## config.mk

```make
export PLATFORM = sky130hd
export DESIGN_NAME = up_down_counter_mod
export DESIGN_NICKNAME = d
export VERILOG_FILES = /design/src/rtl/up_down_counter_mod_pkg.sv /design/src/rtl/up_down_counter_mod.sv
export SDC_FILE = /design/constraint.sdc
export NUM_CORES = 1
export LEC_CHECK = 0
export ABC_AREA = 1
export CORE_AREA = 2 2 39 41
export CTS_CLUSTER_SIZE = 12
export DETAILED_ROUTE_END_ITERATION = 6
export DIE_AREA = 0 0 41 43
export GPL_ROUTABILITY_DRIVEN = 0
export SYNTH_ARGS = -nofsm -noshare
export SYNTH_HDL_FRONTEND = slang
export SYNTH_SLANG_ARGS = --single-unit
export TNS_END_PERCENT = 100
```

## constraint.sdc

```tcl
create_clock -name clk -period 1.7 [get_ports clk]
set_clock_uncertainty 0.1 [all_clocks]
set_input_delay 0.255 -clock clk [delete_from_list [all_inputs] [get_ports clk]]
set_output_delay 0.255 -clock clk [all_outputs]
set_load 0.005 [all_outputs]
```

## src/rtl/up_down_counter_mod_pkg.sv

```systemverilog
// Shared constants for the parametrised up/down counter.
// Mode and direction encodings used by instances and wrappers.
package up_down_counter_mod_pkg;

    localparam bit   CNT_WRAP = 1'b0;
    localparam bit   CNT_SAT  = 1'b1;

    localparam logic DIR_UP = 1'b1;
    localparam logic DIR_DN = 1'b0;

endpackage

```

## src/rtl/up_down_counter_mod.sv

```systemverilog
// Loadable up/down counter with programmable modulus, wrap or saturate
// mode, cascade-friendly terminal-count flag and a registered limit pulse.
module up_down_counter_mod
    import up_down_counter_mod_pkg::*;
#(
    parameter int               WIDTH    = 4,
    parameter logic [WIDTH-1:0] MAX_VAL  = {WIDTH{1'b1}},
    parameter bit               SATURATE = CNT_WRAP
) (
    input  logic             clk,
    input  logic             rst,
    input  logic             en,
    input  logic             load,
    input  logic             ctrl,
    input  logic [WIDTH-1:0] data,
    output logic [WIDTH-1:0] count,
    output logic             tc,
    output logic             limit
);

    logic             at_top;
    logic             at_bot;
    logic [WIDTH-1:0] load_val;

    assign at_top   = (count == MAX_VAL);
    assign at_bot   = (count == '0);
    assign load_val = (data > MAX_VAL) ? MAX_VAL : data;

    // Flag is valid ahead of the wrapping edge so it can enable the next stage.
    assign tc = en && ((ctrl == DIR_UP) ? at_top : at_bot);

    always_ff @(posedge clk) begin
        if (rst) begin
            count <= '0;
            limit <= 1'b0;
        end else if (load) begin
            count <= load_val;
            limit <= 1'b0;
        end else if (en) begin
            if (ctrl == DIR_UP) begin
                if (at_top) begin
                    count <= (SATURATE == CNT_SAT) ? MAX_VAL : '0;
                    limit <= 1'b1;
                end else begin
                    count <= count + 1'b1;
                    limit <= 1'b0;
                end
            end else begin
                if (at_bot) begin
                    count <= (SATURATE == CNT_SAT) ? '0 : MAX_VAL;
                    limit <= 1'b1;
                end else begin
                    count <= count - 1'b1;
                    limit <= 1'b0;
                end
            end
        end else begin
            limit <= 1'b0;
        end
    end

endmodule

```

### Local utilization

8 x 9 tiles, from white (low) to dark blue (high), 0 to 100% covered.
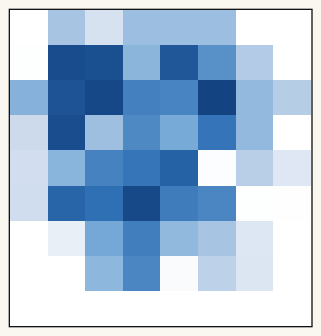
- nearly empty tiles: 31%
- tiles over 75% full: 14%
- mean over tiles: 36%
- densest ninth of the die: middle
- fullest tile: 92%

### Ports around the boundary

Pins as bars across the die edge, other pins in grey.
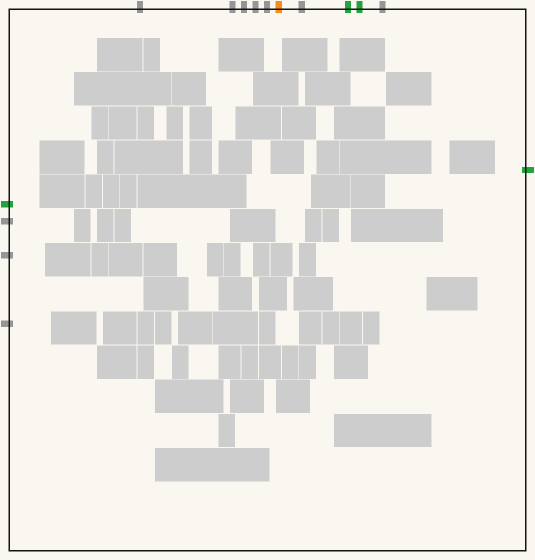
- orange: `rst` (pins 1; direction input; edge top)
- green: `count` (pins 4; direction output; edge 2 top, 1 left, 1 right)

==> changes_impl.md <==
### Changed

* Most numerous logic cells after layout: 15 x nand2_1, 13 x clkdlybuf4s50_1, 8 x buf_4
* Vias per cell at 4.42
* Clk slew on worst S/H paths at 0.05 ns
* Inverter count at 10
* Multi-input gates at 39
* Setup-failing EPs final at 0
* Max stage delay on crit path at 0.49 ns
* Yosys xor share at 4.59%
* Max power group: combinational cells
* Worst-Margin Slew at 0.286 ns
* Placed cells at 93
* # fillers at 139
* Largest buffer count on any clock path at 2
* Clock sink total at 5
* Buffering overhead at 31.8%
* Post_cts resized at 8
* Largest net degree at the start of global routing at 7
* First-pass GRT wire length at 1580 um
* GRT Overall Usage at 13.5%
* Clock buffer count from CTS at 3
* Sequential power at 0.000137 W
* Sw Pwr at 0.000124 W
* Worst hold path class: input port to register
* Simple share at 35.4%
* Post-route setup slack at 0.0647 ns
* Combinational Area at 253 sq um
* Area reported by Yosys stat at 382 sq um
* CP bufs+invs at 2
* Antenna Nets Post-Route at 0
* Seq cells post-synth at 5
* Clock network power at 0.000141 W
* Adder Area Share at 6.56%
* Final core occ at 46.9%
* Via Count at 429
* Hpwl dp at 792 um
* Top cells, area: dfxtp_1 26%, nand2_1 15%, inv_1 6.9%
* Design Area, Final at 649 sq um
* Non-filler cells, final at 97
* Met3 wire length at 30 um
* Sequential fraction of the synthesis area at 26.2%
* R2R Path End: count[2]
* FP Rows at 14
* CTS tree: done
* Outcome: completed
* Final period util at 96.2%
* GR Util met2 at 19.7%
* Initial antenna violation count at 0
* Slew HR at 80.8%
* Syn Inst Count at 55
* Post-CTS setup buffers at 0
* Synth area leader: dfxtp_1
* FFs & Latches at 5
* Family with the most delay on the worst path: buffers and inverters
* Max Cap Viol at 0
* M1 WL at 448 um
* Tapcells at 16
* Clock Network Area Fraction at 4.05%
* Post-DP Area at 598 sq um
* Post-synthesis compound-gate area fraction at 14.4%
* CP Capture Point: count[3]
* CP Data Arrival Time at 1.28 ns
* Required time of the critical path at 1.34 ns
* Share of layout cells above drive strength 1 at 33.3%
* WP depth at 2
* RR Startpoint: count[0]
* Initial Util at 27.6%
* Synthesized cell area at 382 sq um
* Hold depth at 3
* Comb area share at 38.9%
* Die Y at 43 um
* Final hold vios at 0
* Top-area cell share at 26.2%
* Largest logic family: simple AND/OR/NAND/NOR gates
### Clock distribution

Bar = 10 um.
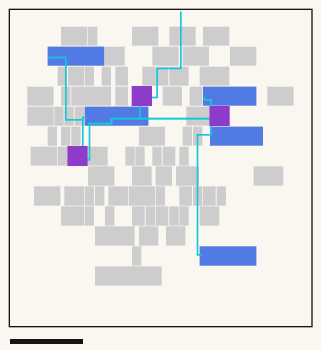
- purple: clock-net drivers (count 3)
- blue: flip-flops (count 5)
- cyan: clock wires (length 92.6 um)
- routed clock nets: 4
Late-Pin Clk Latency: 0.24 ns
Clock power frac: 33.6%

-- Yosys cell counts --
| cell | n |
|---|---|
| a2111oi_2 | 1 |
| a21oi_1 | 2 |
| a21oi_2 | 1 |
| a22oi_1 | 2 |
| a31oi_1 | 1 |
| buf_6 | 1 |
| dfxtp_1 | 5 |
| ha_1 | 2 |
| inv_1 | 7 |
| inv_2 | 3 |
| nand2_1 | 15 |
| nand3_1 | 5 |
| nand3_2 | 2 |
| nand4_1 | 1 |
| nor2_1 | 3 |
| nor2_4 | 1 |
| nor3_1 | 1 |
| xnor2_1 | 1 |
| xor2_1 | 1 |
-- state kept, by name, indices dropped and copies added, names as in the netlist --
signal / flops
count: 4
limit: 1
Power is estimated from default activity; no workload was simulated.
